==> config.mk <==
export PLATFORM = sky130hd
export DESIGN_NAME = led_sequence_monitor_flat
export DESIGN_NICKNAME = d
export VERILOG_FILES = /design/src/rtl/led_mon_pkg.sv /design/src/rtl/led_mon_if.sv /design/src/rtl/led_sync.sv /design/src/rtl/led_sequence_monitor.sv /design/src/flat_wrapper.sv
export SDC_FILE = /design/constraint.sdc
export NUM_CORES = 1
export LEC_CHECK = 0
export CAP_MARGIN = 20
export CORE_MARGIN = 2
export CORE_UTILIZATION = 63
export DETAILED_ROUTE_END_ITERATION = 12
export PLACE_DENSITY = 0.86
export SLEW_MARGIN = 20
export SYNTH_ARGS = -nofsm -noshare
export SYNTH_HDL_FRONTEND = slang
export SYNTH_SLANG_ARGS = --single-unit
==> constraint.sdc <==
create_clock -name clk -period 8.1 [get_ports clk]
set_input_delay 1.215 -clock clk [delete_from_list [all_inputs] [get_ports clk]]
set_output_delay 1.215 -clock clk [all_outputs]
set_load 0.01 [all_outputs]
==> src/rtl/led_mon_pkg.sv <==
// -----------------------------------------------------------------------------
// led_mon_pkg
// Shared types and helpers for the LED sequence monitor.
//   phase_t      : decoded LED code (GAP/RED/GREEN/BLUE/ILLEGAL); the low two
//                  bits double as the reported phase_id.
//   state_t      : monitor FSM states.
//   ERR_*        : err_code values.
//   phase_lim_t  : accepted minimum length and timeout limit of one phase.
//   decode_lines : {red, green, blue} -> phase_t.
//   next_phase   : legal successor of a phase.
//   phase_limits : expected-length window for a phase.
// -----------------------------------------------------------------------------
package led_mon_pkg;

    typedef enum logic [2:0] {
        PH_GAP     = 3'd0,
        PH_RED     = 3'd1,
        PH_GREEN   = 3'd2,
        PH_BLUE    = 3'd3,
        PH_ILLEGAL = 3'd4
    } phase_t;

    typedef enum logic [2:0] {
        ST_IDLE  = 3'd0,
        ST_RED   = 3'd1,
        ST_GREEN = 3'd2,
        ST_BLUE  = 3'd3,
        ST_GAP   = 3'd4
    } state_t;

    localparam logic [2:0] ERR_NONE    = 3'd0;
    localparam logic [2:0] ERR_ILLEGAL = 3'd1;
    localparam logic [2:0] ERR_ORDER   = 3'd2;
    localparam logic [2:0] ERR_SHORT   = 3'd3;
    localparam logic [2:0] ERR_TIMEOUT = 3'd4;

    // Limits are kept at 64 bits so they never overflow for any counter width.
    typedef struct packed {
        logic [63:0] min_len;  // shortest accepted length on a code change
        logic [63:0] limit;    // count value that signals a timeout
    } phase_lim_t;

    function automatic phase_t decode_lines(input logic [2:0] lines);
        phase_t ph;
        case (lines)
            3'b000:  ph = PH_GAP;
            3'b100:  ph = PH_RED;
            3'b010:  ph = PH_GREEN;
            3'b001:  ph = PH_BLUE;
            default: ph = PH_ILLEGAL;
        endcase
        return ph;
    endfunction

    function automatic phase_t next_phase(input phase_t ph);
        phase_t nx;
        case (ph)
            PH_RED:   nx = PH_GREEN;
            PH_GREEN: nx = PH_BLUE;
            PH_BLUE:  nx = PH_GAP;
            PH_GAP:   nx = PH_RED;
            default:  nx = PH_ILLEGAL;
        endcase
        return nx;
    endfunction

    function automatic phase_t state_phase(input state_t st);
        phase_t ph;
        case (st)
            ST_RED:   ph = PH_RED;
            ST_GREEN: ph = PH_GREEN;
            ST_BLUE:  ph = PH_BLUE;
            ST_GAP:   ph = PH_GAP;
            default:  ph = PH_ILLEGAL;
        endcase
        return ph;
    endfunction

    function automatic state_t phase_state(input phase_t ph);
        state_t st;
        case (ph)
            PH_RED:   st = ST_RED;
            PH_GREEN: st = ST_GREEN;
            PH_BLUE:  st = ST_BLUE;
            PH_GAP:   st = ST_GAP;
            default:  st = ST_IDLE;
        endcase
        return st;
    endfunction

    // Coloured phases accept expected-tol .. expected+tol; the gap accepts
    // 1 .. gap_max. The timeout fires one count past the upper bound.
    function automatic phase_lim_t phase_limits(input phase_t ph,
                                                input logic [63:0] red,
                                                input logic [63:0] green,
                                                input logic [63:0] blue,
                                                input logic [63:0] tol,
                                                input logic [63:0] gap_max);
        phase_lim_t  lim;
        logic [63:0] exp_len;
        lim     = '0;
        exp_len = '0;
        case (ph)
            PH_RED:   exp_len = red;
            PH_GREEN: exp_len = green;
            PH_BLUE:  exp_len = blue;
            default:  exp_len = '0;
        endcase
        if (ph == PH_GAP) begin
            lim.min_len = 64'd1;
            lim.limit   = gap_max + 64'd1;
        end else begin
            lim.min_len = (exp_len > tol) ? (exp_len - tol) : 64'd0;
            lim.limit   = exp_len + tol + 64'd1;
        end
        return lim;
    endfunction

endpackage

==> src/rtl/led_mon_if.sv <==
// -----------------------------------------------------------------------------
// led_mon_if
// Bundle between the LED lines, the monitor and the board status logic.
//   led_red/green/blue : raw LED lines (asynchronous to clk)
//   phase_valid        : one-cycle pulse, phase_id/phase_len valid with it
//   seq_err/err_code   : one-cycle error pulse, code holds until next error
//   locked/cycle_count : tracking status and completed-cycle counter
//   dbg_state          : monitor FSM state for observation
// Handshake: phase_valid and seq_err are single-cycle strobes with no ready
// and no back-pressure; a consumer must sample them in the cycle they are high.
// master = monitor side, slave = LED driver / status consumer side.
// -----------------------------------------------------------------------------
interface led_mon_if #(
    parameter int CNT_W = 32
);
    logic             led_red;
    logic             led_green;
    logic             led_blue;
    logic             phase_valid;
    logic [1:0]       phase_id;
    logic [CNT_W-1:0] phase_len;
    logic             seq_err;
    logic [2:0]       err_code;
    logic             locked;
    logic [15:0]      cycle_count;
    logic [2:0]       dbg_state;

    modport master (
        input  led_red, led_green, led_blue,
        output phase_valid, phase_id, phase_len, seq_err, err_code,
               locked, cycle_count, dbg_state
    );

    modport slave (
        output led_red, led_green, led_blue,
        input  phase_valid, phase_id, phase_len, seq_err, err_code,
               locked, cycle_count, dbg_state
    );
endinterface

==> src/rtl/led_sync.sv <==
// -----------------------------------------------------------------------------
// led_sync
// Plain 2-flop synchroniser, one independent chain per bit.
//   clk, rst_n : clock, asynchronous active-low reset (flops clear to 0)
//   d          : asynchronous inputs
//   q          : synchronised outputs, two clocks after capture
// -----------------------------------------------------------------------------
module led_sync #(
    parameter int WIDTH = 3
) (
    input  logic             clk,
    input  logic             rst_n,
    input  logic [WIDTH-1:0] d,
    output logic [WIDTH-1:0] q
);
    logic [WIDTH-1:0] meta_q;
    logic [WIDTH-1:0] sync_q;

    always_ff @(posedge clk or negedge rst_n) begin
        if (!rst_n) begin
            meta_q <= '0;
            sync_q <= '0;
        end else begin
            meta_q <= d;
            sync_q <= meta_q;
        end
    end

    assign q = sync_q;
endmodule

==> src/rtl/led_sequence_monitor.sv <==
// -----------------------------------------------------------------------------
// led_sequence_monitor
// Receives the red -> green -> blue -> gap LED sequence, measures each phase
// in clock cycles and checks order and duration.
//   clk   : system clock
//   rst_n : asynchronous active-low reset
//   bus   : led_mon_if.master (LED lines in; phase/error/lock status out)
// Pipeline: 2-flop sync -> registered decode (code_q) -> code_prev; a code
// change is code_q != code_prev, so a line edge captured at clock n yields the
// registered pulse at clock n+3.
// -----------------------------------------------------------------------------
module led_sequence_monitor
    import led_mon_pkg::*;
#(
    parameter int unsigned RED_CYCLES     = 200_000_000,
    parameter int unsigned GREEN_CYCLES   = 110_000_000,
    parameter int unsigned BLUE_CYCLES    = 60_000_000,
    parameter int unsigned TOL_CYCLES     = 1000,
    parameter int unsigned GAP_MAX_CYCLES = 16,
    parameter int          CNT_W          = 32
) (
    input  logic      clk,
    input  logic      rst_n,
    led_mon_if.master bus
);
    logic [2:0] lines_sync;
    phase_t     code_q, code_prev;
    logic       code_changed;

    state_t           state_q, state_n;
    logic [CNT_W-1:0] cnt_q, cnt_n, cnt_inc;
    logic             valid_q, valid_n;
    logic [1:0]       id_q, id_n;
    logic [CNT_W-1:0] len_q, len_n;
    logic             err_q, err_n;
    logic [2:0]       code_out_q, code_out_n;
    logic             locked_q, locked_n;
    logic [15:0]      cc_q, cc_n;

    phase_t     cur_ph;
    phase_lim_t lim;
    logic [2:0] fault;

    led_sync #(.WIDTH(3)) u_sync (
        .clk   (clk),
        .rst_n (rst_n),
        .d     ({bus.led_red, bus.led_green, bus.led_blue}),
        .q     (lines_sync)
    );

    always_ff @(posedge clk or negedge rst_n) begin
        if (!rst_n) begin
            code_q    <= PH_GAP;
            code_prev <= PH_GAP;
        end else begin
            code_q    <= decode_lines(lines_sync);
            code_prev <= code_q;
        end
    end

    assign code_changed = (code_q != code_prev);
    assign cnt_inc      = (cnt_q == '1) ? cnt_q : cnt_q + 1'b1;

    always_ff @(posedge clk or negedge rst_n) begin
        if (!rst_n) begin
            state_q    <= ST_IDLE;
            cnt_q      <= '0;
            valid_q    <= 1'b0;
            id_q       <= '0;
            len_q      <= '0;
            err_q      <= 1'b0;
            code_out_q <= ERR_NONE;
            locked_q   <= 1'b0;
            cc_q       <= '0;
        end else begin
            state_q    <= state_n;
            cnt_q      <= cnt_n;
            valid_q    <= valid_n;
            id_q       <= id_n;
            len_q      <= len_n;
            err_q      <= err_n;
            code_out_q <= code_out_n;
            locked_q   <= locked_n;
            cc_q       <= cc_n;
        end
    end

    always_comb begin
        state_n    = state_q;
        cnt_n      = cnt_q;
        valid_n    = 1'b0;
        id_n       = id_q;
        len_n      = len_q;
        err_n      = 1'b0;
        code_out_n = code_out_q;
        locked_n   = locked_q;
        cc_n       = cc_q;
        fault      = ERR_NONE;
        cur_ph     = state_phase(state_q);
        lim        = phase_limits(cur_ph, 64'(RED_CYCLES), 64'(GREEN_CYCLES),
                                  64'(BLUE_CYCLES), 64'(TOL_CYCLES),
                                  64'(GAP_MAX_CYCLES));

        if (state_q == ST_IDLE) begin
            // Only a gap->red edge starts tracking; everything else is ignored.
            if (code_prev == PH_GAP && code_q == PH_RED) begin
                state_n = ST_RED;
                cnt_n   = CNT_W'(1);
            end
        end else begin
            // Branch order encodes the error priority illegal > order > short.
            // A timeout is only possible while the code is unchanged.
            if (code_q == PH_ILLEGAL) begin
                fault = ERR_ILLEGAL;
            end else if (code_changed) begin
                if (code_q != next_phase(cur_ph)) begin
                    fault = ERR_ORDER;
                end else if (64'(cnt_q) < lim.min_len) begin
                    fault = ERR_SHORT;
                end else begin
                    valid_n = 1'b1;
                    id_n    = cur_ph[1:0];
                    len_n   = cnt_q;
                    state_n = phase_state(code_q);
                    cnt_n   = CNT_W'(1);
                    if (state_q == ST_RED) begin
                        locked_n = 1'b1;
                    end
                    if (state_q == ST_GAP) begin
                        cc_n = (cc_q == 16'hFFFF) ? cc_q : cc_q + 16'd1;
                    end
                end
            end else if (64'(cnt_inc) == lim.limit) begin
                // Fires in the cycle the counter would first equal the limit.
                fault = ERR_TIMEOUT;
            end else begin
                cnt_n = cnt_inc;
            end

            if (fault != ERR_NONE) begin
                err_n      = 1'b1;
                code_out_n = fault;
                locked_n   = 1'b0;
                state_n    = ST_IDLE;
                cnt_n      = '0;
            end
        end
    end

    assign bus.phase_valid = valid_q;
    assign bus.phase_id    = id_q;
    assign bus.phase_len   = len_q;
    assign bus.seq_err     = err_q;
    assign bus.err_code    = code_out_q;
    assign bus.locked      = locked_q;
    assign bus.cycle_count = cc_q;
    assign bus.dbg_state   = state_q;
endmodule

==> src/flat_wrapper.sv <==
// flat-port wrapper written by rule: the top's interface ports become plain ports
module led_sequence_monitor_flat import led_mon_pkg::*;
#(
    parameter int unsigned RED_CYCLES     = 200_000_000,
    parameter int unsigned GREEN_CYCLES   = 110_000_000,
    parameter int unsigned BLUE_CYCLES    = 60_000_000,
    parameter int unsigned TOL_CYCLES     = 1000,
    parameter int unsigned GAP_MAX_CYCLES = 16,
    parameter int          CNT_W          = 32
)
  (clk, rst_n, bus_led_red, bus_led_green, bus_led_blue, bus_phase_valid, bus_phase_id, bus_phase_len, bus_seq_err, bus_err_code, bus_locked, bus_cycle_count, bus_dbg_state);
  led_mon_if #(.CNT_W(CNT_W)) bus_i ();
  input  logic clk;
  input  logic rst_n;
  input wire logic [$bits(bus_i.led_red)-1:0] bus_led_red;
  input wire logic [$bits(bus_i.led_green)-1:0] bus_led_green;
  input wire logic [$bits(bus_i.led_blue)-1:0] bus_led_blue;
  output wire logic [$bits(bus_i.phase_valid)-1:0] bus_phase_valid;
  output wire logic [$bits(bus_i.phase_id)-1:0] bus_phase_id;
  output wire logic [$bits(bus_i.phase_len)-1:0] bus_phase_len;
  output wire logic [$bits(bus_i.seq_err)-1:0] bus_seq_err;
  output wire logic [$bits(bus_i.err_code)-1:0] bus_err_code;
  output wire logic [$bits(bus_i.locked)-1:0] bus_locked;
  output wire logic [$bits(bus_i.cycle_count)-1:0] bus_cycle_count;
  output wire logic [$bits(bus_i.dbg_state)-1:0] bus_dbg_state;
  assign bus_i.led_red = bus_led_red;
  assign bus_i.led_green = bus_led_green;
  assign bus_i.led_blue = bus_led_blue;
  assign bus_phase_valid = bus_i.phase_valid;
  assign bus_phase_id = bus_i.phase_id;
  assign bus_phase_len = bus_i.phase_len;
  assign bus_seq_err = bus_i.seq_err;
  assign bus_err_code = bus_i.err_code;
  assign bus_locked = bus_i.locked;
  assign bus_cycle_count = bus_i.cycle_count;
  assign bus_dbg_state = bus_i.dbg_state;
  led_sequence_monitor #(.RED_CYCLES(RED_CYCLES), .GREEN_CYCLES(GREEN_CYCLES), .BLUE_CYCLES(BLUE_CYCLES), .TOL_CYCLES(TOL_CYCLES), .GAP_MAX_CYCLES(GAP_MAX_CYCLES), .CNT_W(CNT_W)) u_core (.clk(clk), .rst_n(rst_n), .bus(bus_i));
endmodule
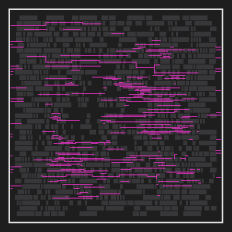
**Above:** run 1 (signal wires on met3).
Scale: 2 px per micron.
126 nets have wire on it. The wires run mostly horizontal. The longest straight run is 42.8 microns. The layer holds 8.9% of the routed length. The layer carries 1,680 microns of wire.

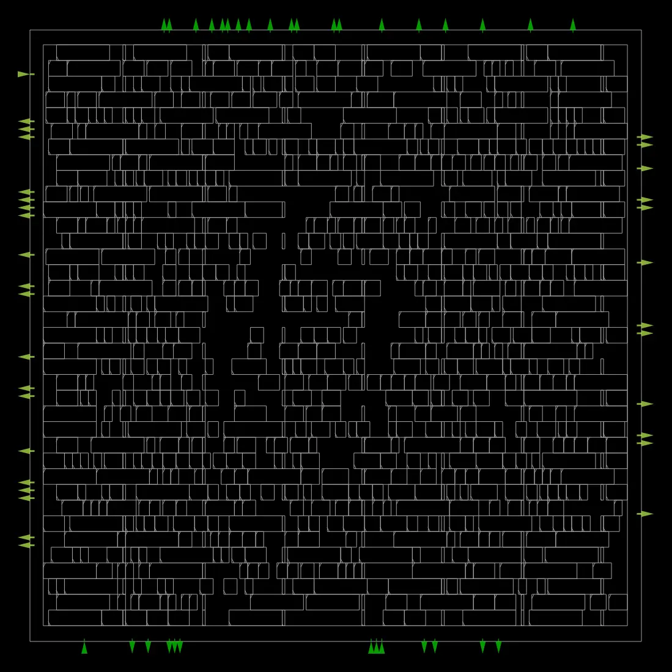
**Above:** run 1 (cell placement).
Fillers: 813
Final Util: 72.1%
core footprint: 0.0102 sq mm
Cell Rows: 37

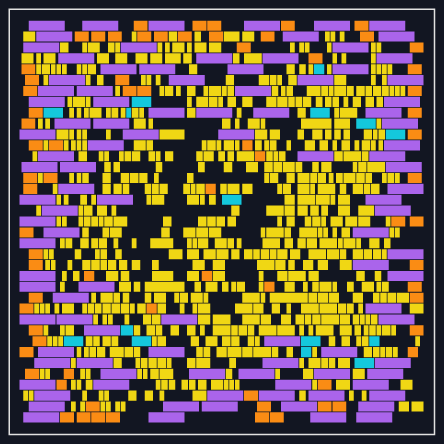
**Above:** run 1 (cells colored by class).
Scale: 4 px per micron.
remaining logic cells: in yellow, cells 624, share of their area 52%. remaining buffers and delay cells: in orange, cells 72, share of their area 9.7%. registers: in purple, cells 103, share of their area 36%. clock drivers and dummy loads: in cyan, cells 15, share of their area 2.4%.

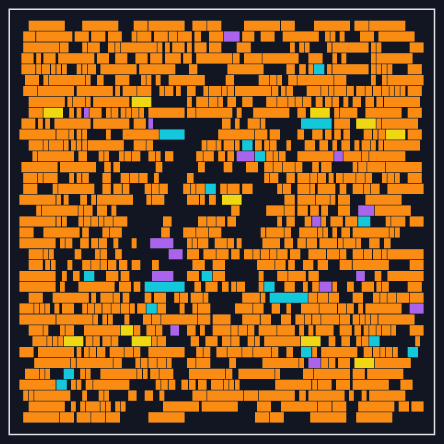
**Above:** run 1 (drive-strength map).
Scale: 4 px per micron.
x1 and smaller: in orange, cells 770, most used nand2_1. x6 and larger: in yellow, cells 11, most used clkbuf_8. x3 and x4: in cyan, cells 18, most used buf_4. x2: in purple, cells 15, most used or2_2.

[run 1: synth_stat cells (4+ instances only)]
cell / number
nand2b_1: 5
o2111ai_1: 4
a21oi_1: 35
nor2_1: 44
nor3_1: 21
nor4_1: 8
o21bai_1: 8
o21ai_1: 8
or3_1: 13
nand4_1: 42
o311ai_1: 4
clkbuf_1: 43
o21ai_0: 20
xnor2_1: 20
a22o_1: 5
and3_1: 17
ha_1: 26
inv_1: 15
or4_1: 5
a31oi_1: 13
dfrtp_1: 103
a211oi_1: 4
xor2_1: 22
a21o_1: 11
mux2i_1: 6
and2_1: 6
nand2_1: 163
nand3_1: 44
and4_1: 4
o211ai_1: 4
buf_2: 15
[run 1: path summary, 6_finish.rpt]
kind                                          from                         to  slack [ns]  depth (start not counted)
max                        u_core.bus.dbg_state[1]  u_core.bus.cycle_count[1]        3.24                         16
max reg2reg                u_core.bus.dbg_state[1]  u_core.bus.cycle_count[1]        3.24                         16
min in group asynchronous                    rst_n   u_core.bus.phase_len[22]        0.80                          1
min                        u_core.u_sync.meta_q[2]         u_core.u_sync.q[2]        0.36                          0
min reg2reg                u_core.u_sync.meta_q[2]         u_core.u_sync.q[2]        0.36                          0
max in group asynchronous                    rst_n            u_core.cnt_q[7]        6.13                          2
[run 1: metal layers]
layer  GRT usage [%]  wire length [microns]  vias up
li1                -                      -     2836
met1            49.2                   8060     2948
met2            53.9                   8690      349
met3            8.15                   1680       35
met4            12.7                    404        0
met5               0                      0        -
[run 1: through the flow]
stage	setup slack (ns)	area, sq um
finish	3.24	7340
global route	2.81	7340
CTS	3.30	7340
detailed placement	3.32	7170
global placement	3.60	7170
floorplan	4.30	6550
==> changes_impl.md, run 1 <==
## Flow update

* Setup TNS Final at 0 ns
* Final estimated routing congestion in global placement at 1.05
* Pwr per Cell Area at 131 mW/mm^2
* Async set-reset flop share out of synthesis at 100%
* MUX area fraction at 1.26%
* Clock power frac at 31.2%
* Mi-comb count at ~610
* Final Setup Violations at 0
* Slew HR at 32.4%
* Antenna Cells at 0
* Most frequent cells in the layout: 163 x nand2_1, 103 x dfrtp_1, 62 x clkdlybuf4s50_1
* Total die size at 0.0112 sq mm
* Hold bufs inserted after CTS at 0
* Clock buffers at 11
* Post-Synth Adder-Cell Area at 5.12%
* WS Path Type: reg -> reg
* H-tree Lvls at 3
* Count of non-CTS buffers in the layout at 72
* Syn avg cell area at 8.32 sq um
* Sw Ratio at 27.6%
* Crit-path slowest cell: dfrtp_1
* Crit-path max cell delay at 0.81 ns
* Main area contributors: dfrtp_1 39%, nand2_1 9.3%, ha_1 5.0%, nand4_1 4.0%, nand3_1 3.4%
* Complex Gates by Area at 13.9%
* Tool warning count at 26
* Maximum vdd drop at 0.180 mV
* CP Data Required Time at 8.39 ns
* Worst-Margin Slew at 1.01 ns
* WL/cell at 19.8 microns
* Tapcell Cnt at 136
* Vias in the first global route at 5,959
* CTS Buf Count at 9
* Status: finished clean
* # IOs at 64
* Total Power at 0.000962 W
* Sequential area share after synthesis at 39.4%
* Total Wirelength at 18,800 microns
* Worst-path clk slew at 0.11 ns
* FF/Latch Area at 0.00258 sq mm
* Comb pwr share at approximately 12%
* Crit-path cells: nand2b_1 > nor2_1 > inv_1 > ha_1 > or2_2 > ha_1 > a21o_1 > a21o_1 > a21oi_1 > a211oi_1 > o21ai_1 > a21oi_1 > o2111ai_4 > buf_4 > a311oi_1 > mux2_2
* Yosys reg bits at a little over 100
* Post-cts resize count at 0
* Chip Width at 106 microns
* Largest logic family: simple AND/OR/NAND/NOR gates
* Seq pwr share at 57.2%
* Max Cap Viol at 0
* RSZ-0062 raised after global routing: no
* Detailed-route DRC error count at 0
* Top power group: sequential cells
* Setup Fix Bufs, Post-CTS at 0
* Post-synth EDFFs at 0
* CP top delay family: AND-OR/OR-AND gates
* NonClk Buf Share at 9.47%
* Most common reg cell: dfrtp_1
* Clock-net power at 0.000300 W
* Clock Path Buffers at 2
* Syn. warnings at 0
* Worst Hold Class: reg -> reg
* Routed Antenna Nets at 0
## Run 2: what changed since run 1
--- a/config.mk
+++ b/config.mk
@@ -7,9 +7,9 @@
 export LEC_CHECK = 0
 export CAP_MARGIN = 20
 export CORE_MARGIN = 2
-export CORE_UTILIZATION = 63
+export CORE_UTILIZATION = 58
 export DETAILED_ROUTE_END_ITERATION = 12
-export PLACE_DENSITY = 0.86
+export PLACE_DENSITY = 0.8
 export SLEW_MARGIN = 20
 export SYNTH_ARGS = -nofsm -noshare
 export SYNTH_HDL_FRONTEND = slang
==> constraint.sdc (replaced) <==
create_clock -name clk -period 4.5 [get_ports clk]
set_input_delay 0.675 -clock clk [delete_from_list [all_inputs] [get_ports clk]]
set_output_delay 0.675 -clock clk [all_outputs]
set_load 0.01 [all_outputs]
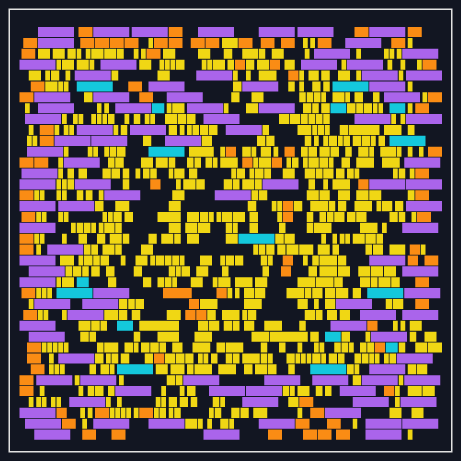
**Above:** run 2 (cells colored by class).
Scale: 4 px per micron.
remaining buffers and delay cells: in orange, cells 87, share of their area 11%. clock drivers and dummy loads: in cyan, cells 16, share of their area 4.0%. remaining logic cells: in yellow, cells 624, share of their area 50%. registers: in purple, cells 103, share of their area 35%.

==> run 2 against run 1 <==
  * Synthesized area did not move
  * Sequential share of layout area decreased by 1.2 points
  * Critical path depth is 1 lower
==> changes_impl.md, run 2 <==
## Flow update

* Status: finished clean (unchanged)
* WL/cell at 19.8 microns (about the same)
* Cell Rows at 38 (was 37)
* Post-cts resize count at 0 (unchanged)
* Instance count on the critical path at 15 (was 16)
* Reg2reg path depth at 15 (was 16)
* Crit path launch: u_core.bus.dbg_state[2] (was u_core.bus.dbg_state[1])
* Setup TNS Final at 0 ns (unchanged)
* Syn avg cell area at 8.32 sq um (unchanged)
* Hold bufs inserted after CTS at 0 (unchanged)
* Worst-Margin Slew at 1.06 ns (was 1.01 ns)
* Reg2reg end: u_core.bus.cycle_count[1] (unchanged)
* # IOs at 64 (unchanged)
* Clock Path Buffers at 2 (unchanged)
* Clock-net power at 0.000798 W (was 0.000300 W)
* Worst r2r src: u_core.bus.dbg_state[2] (was u_core.bus.dbg_state[1])
* Yosys top cell by instances: nand2_1 (unchanged)
* Most common reg cell: dfrtp_1 (unchanged)
* Worst hold path depth at 0 (unchanged)
* CTS Buf Count at 9 (unchanged)
* Most instantiated cells after synthesis: 163 x nand2_1, 103 x dfrtp_1, 44 x nand3_1, 44 x nor2_1, 43 x clkbuf_1 (unchanged)
* Async set-reset flop share out of synthesis at 100% (unchanged)
* Total Power at 0.00200 W (was 0.000962 W)
* Comb pwr share at 11.1% (was 11.6%)
* Final Setup Violations at 0 (unchanged)
* H-tree Lvls at 3 (unchanged)
* Num Clock Sinks at 103 (unchanged)
* Detailed-route DRC error count at 0 (unchanged)
* Final Hold Vio Count at 0 (unchanged)
* Seq pwr share at 49.0% (was 57.2%)
* DR iter-0 viols at 590 (was 560)
* Sw Ratio at 28.0% (was 27.6%)
* Clock power frac at 39.9% (was 31.2%)
* Yosys reg bits at 103 (unchanged)
* Final Util at 69.5% (was 72.1%)
* Sequential area share after synthesis at 39.4% (unchanged)
* Crit-path slowest cell: dfrtp_1 (unchanged)
* Top power group: sequential cells (unchanged)
* Final Slew Violations at 0 (unchanged)
* Final Instance Area at 0.00760 sq mm (was 0.00734 sq mm)
* Final estimated routing congestion in global placement at 1.01 (was 1.05)
* Pwr per Cell Area at 263 mW/mm^2 (was 131 mW/mm^2)
* Routed Antenna Nets at 0 (unchanged)
* First-pass GRT wire length at 30,400 microns (was 30,900 microns)
* Worst reg2reg setup slack at 0.43 ns (was 3.24 ns)
* Max Cap Viol at 0 (unchanged)
* Most frequent cells in the layout: 163 x nand2_1, 103 x dfrtp_1, 62 x clkdlybuf4s50_1 (unchanged)
* Placed Area at 0.00730 sq mm (was 0.00717 sq mm)
* Crit-path max cell delay at 0.55 ns (was 0.81 ns)
* Worst Hold End: u_core.u_sync.q[1] (was u_core.u_sync.q[2])
* Chip Width at 110 microns (was 106 microns)
* Critical path capture point: u_core.bus.cycle_count[1] (unchanged)
* Core footprint at 0.0109 sq mm (was 0.0102 sq mm)
* CP Data Required Time at 4.76 ns (was 8.39 ns)
* Hold path startpoint: u_core.u_sync.meta_q[1] (was u_core.u_sync.meta_q[2])
* Fillers at 889 (was 813)
* # Cells Yosys at 787 (unchanged)
* Antenna Cells at 0 (unchanged)
* Worst-path clk slew at 0.08 ns (was 0.11 ns)
* Tool warning count at 26 (unchanged)
* Worst Hold Class: reg -> reg (unchanged)
* Post-synth EDFFs at 0 (unchanged)
* CP top delay family: AND-OR/OR-AND gates (unchanged)
* Maximum vdd drop at 0.277 mV (was 0.180 mV)
* Vias in the first global route at 5,769 (was 5,959)
* RSZ-0062 raised after global routing: no (unchanged)
* Total Wirelength at 19,200 microns (was 18,800 microns)
* Total die size at 0.0122 sq mm (was 0.0112 sq mm)
* Slew HR at 28.8% (was 32.4%)
* Main area contributors: dfrtp_1 39%, nand2_1 9.3%, ha_1 5.0%, nand4_1 4.0%, nand3_1 3.4% (unchanged)
* Syn. warnings at 0 (unchanged)
## run 2: worst register-to-register path, stage by stage (launching register included)
cell and delay (ns):
dfrtp_1 0.55, nand2b_1 0.32, nor2_1 0.28, inv_1 0.12, ha_1 0.19, or2_2 0.29
ha_1 0.30, a21o_1 0.11, a21o_1 0.10, a21oi_1 0.07, a211oi_1 0.19, o21ai_1 0.11
a21oi_1 0.27, o2111ai_4 0.25, a311oi_1 0.44, mux2_2 0.38
## run 2: cells by family after synthesis
kind of cell | Yosys count | share of synthesized area (%)
muxes | 8 | 1.26
buffers and inverters | 77 | 4.93
xor gates and xnor gates | 42 | 5.62
AOI/OAI and AO/OA | 135 | 13.9
DFF | 103 | 39.4
adders and majority gates | 27 | 5.12
and+or+nand+nor | 395 | 29.8
## run 2: stage by stage
stage | hold WS, ns | cells | setup slack (ns)
floorplan | 0.331 | 787 | 0.703
global placement | 0.335 | 954 | 0.682
detailed placement | 0.344 | 954 | 0.469
CTS | 0.354 | 970 | 0.473
global route | 0.366 | 970 | 0.0824
finish | 0.350 | 970 | 0.427
## run 2: cell type report
class                   instances  area [sq um]  share of cell area [%]
well taps                     140           175                    2.31
inverters                      17          63.8                   0.840
clock inverters                 7          71.3                   0.939
multi-input cells             607          3660                    48.2
flip-flops and latches        103          2580                    33.9
clock buffers                   9           225                    2.96
repair buffers                 87           821                    10.8
## run 2: metal layers
layer  global-route usage (%)  routed length [microns]  share of wire, %
met5                        0                        0                 0
met4                     14.6                      562               2.9
met3                     8.76                     1590               8.3
met2                     50.5                     8870                46
met1                     44.7                     8200                43
## Run 3: what changed since run 2
--- a/config.mk
+++ b/config.mk
@@ -14,3 +14,4 @@
 export SYNTH_ARGS = -nofsm -noshare
 export SYNTH_HDL_FRONTEND = slang
 export SYNTH_SLANG_ARGS = --single-unit
+export TNS_END_PERCENT = 5
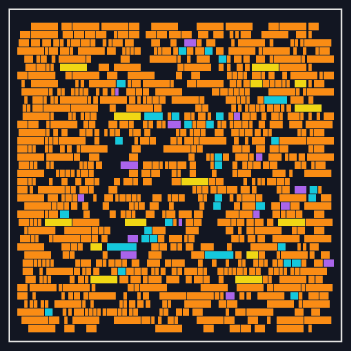
**Above:** run 3 (drive-strength map).
Scale: 3 px per micron.
x1 and smaller: in orange, cells 769, most used nand2_1. x6 and larger: in yellow, cells 14, most used clkbuf_16. x2: in purple, cells 15, most used or2_2. x3 and x4: in cyan, cells 32, most used buf_4.

==> run 3 against run 2 <==
  * Flip-flop count is the same
  * Clock power about the same
  * Combinational power barely moved
  * Fmax stayed put
  * Wire length is the same
  * Worst setup slack unchanged
  * Cell area stayed put
  * Synthesized cell count stayed put
  * Critical path depth stayed put
  * Critical path type unchanged
  * Largest cell class unchanged
==> changes_impl.md, run 3 <==
## Flow update

* Seq pwr share at 49.0% (about the same)
* Non-Filler Instances at 970 (unchanged)
* Most frequent cells in the layout: 163 x nand2_1, 103 x dfrtp_1, 62 x clkdlybuf4s50_1 (unchanged)
* Setup Fix Bufs, Post-CTS at 0 (unchanged)
* Final Instance Area at 0.00760 sq mm (unchanged)
* Async set-reset flop share out of synthesis at 100% (unchanged)
* Final Util at 69.5% (unchanged)
* Syn avg cell area at 8.32 sq um (unchanged)
* Status: finished clean (unchanged)
* Final estimated routing congestion in global placement at 1.01 (unchanged)
* DR iter-0 viols at 590 (unchanged)
* Most instantiated cells after synthesis: 163 x nand2_1, 103 x dfrtp_1, 44 x nand3_1, 44 x nor2_1, 43 x clkbuf_1 (unchanged)
* Pwr per Cell Area at 263 mW/mm^2 (unchanged)
* Final Setup Violations at 0 (unchanged)
* Final Slew Violations at 0 (unchanged)
* Hold WS at 0.350 ns (unchanged)
* H-tree Lvls at 3 (unchanged)
* Detailed-route DRC error count at 0 (unchanged)
* WS Path Type: reg -> reg (unchanged)
* CP Data Required Time at 4.76 ns (about the same)
* Crit-path max cell delay at 0.55 ns (about the same)
* Total Wirelength at 19,200 microns (unchanged)
* Vias in the first global route at 5,769 (unchanged)
* Crit-path slowest cell: dfrtp_1 (unchanged)
* Placed Cells incl. Taps at 954 (unchanged)
* # Cells Yosys at 787 (unchanged)
* Worst-Margin Slew at 1.06 ns (unchanged)
* Fin worst setup slack at 0.427 ns (unchanged)
* Top power group: sequential cells (unchanged)
* WL/cell at 19.8 microns (unchanged)
* Clock-net power at 0.000798 W (about the same)
* Syn. warnings at 0 (unchanged)
* Post-synth EDFFs at 0 (unchanged)
* Hold bufs inserted after CTS at 0 (unchanged)
* Worst-path clk slew at 0.08 ns (about the same)
* CP top delay family: AND-OR/OR-AND gates (unchanged)
* Pre-CTS setup slack at 0.469 ns (unchanged)
* Tool warning count at 26 (unchanged)
* Max Cap Viol at 0 (unchanged)
* Placed Area at 0.00730 sq mm (unchanged)
* RSZ-0062 raised after global routing: no (unchanged)
* Slew HR at 28.8% (unchanged)
* Worst Hold Class: reg -> reg (unchanged)
* Maximum vdd drop at 0.277 mV (unchanged)
* Chip Width at 110 microns (unchanged)
* Yosys top cell by instances: nand2_1 (unchanged)
* Sequential area share after synthesis at 39.4% (unchanged)
* Setup TNS Final at 0 ns (unchanged)
* Clock Path Buffers at 2 (unchanged)
* Final Hold Vio Count at 0 (unchanged)
* CTS Buf Count at 9 (unchanged)
* Post-cts resize count at 0 (unchanged)
* Cell Rows at 38 (unchanged)
* Crit-path cells: nand2b_1 > nor2_1 > inv_1 > ha_1 > or2_2 > ha_1 > a21o_1 > a21o_1 > a21oi_1 > a211oi_1 > o21ai_1 > a21oi_1 > o2111ai_4 > a311oi_1 > mux2_2 (unchanged)
* Main area contributors: dfrtp_1 39%, nand2_1 9.3%, ha_1 5.0%, nand4_1 4.0%, nand3_1 3.4% (unchanged)
* Total Power at 0.00200 W (unchanged)
run 3: cell counts in the layout (fill, tap and decap cells not counted):
No cell type changed its count.
run 3: area by class of cell:
| class | count | area (sq um) | area share (%) |
|---|---|---|---|
| multi-input combinational | 607 | 3660 | 48.2 |
| clock buffer | 9 | 225 | 2.96 |
| sequential | 103 | 2580 | 33.9 |
| inverter | 17 | 63.8 | 0.840 |
| timing repair buffer | 87 | 821 | 10.8 |
| tap | 140 | 175 | 2.31 |
| clock inverter | 7 | 71.3 | 0.939 |
run 3: kinds of logic (layout without fill, tap and decap cells):
logic type | after synthesis | after routing | share of synthesized area (%)
simple gates | 395 | 395 | 29.8
compound gates | 135 | 135 | 13.9
flops | 103 | 103 | 39.4
buf+inv | 77 | 120 | 4.93
xor+xnor | 42 | 42 | 5.62
fa+ha+maj | 27 | 27 | 5.12
mux | 8 | 8 | 1.26
run 3: path summary, 6_finish.rpt:
check,from,endpoint,slack [ns],cells past startpoint
setup / recovery,u_core.bus.dbg_state[2],u_core.bus.cycle_count[1],0.43,15
hold / removal,u_core.u_sync.meta_q[1],u_core.u_sync.q[1],0.35,0
setup reg to reg,u_core.bus.dbg_state[2],u_core.bus.cycle_count[1],0.43,15
hold reg to reg,u_core.u_sync.meta_q[1],u_core.u_sync.q[1],0.35,0
max in group asynchronous,rst_n,u_core.cnt_q[7],3.13,2
min in group asynchronous,rst_n,u_core.bus.phase_len[27],0.44,1
run 3: routing by layer:
| metal | up-vias | part of all wire, % | global-route usage [%] |
|---|---|---|---|
| met5 | - | 0 | 0 |
| met4 | 0 | 2.9 | 14.6 |
| met3 | 50 | 8.3 | 8.76 |
| met2 | 308 | 46 | 50.5 |
| met1 | 2954 | 43 | 44.7 |
| li1 | 2881 | - | - |
Power and IR drop assume default switching activity.
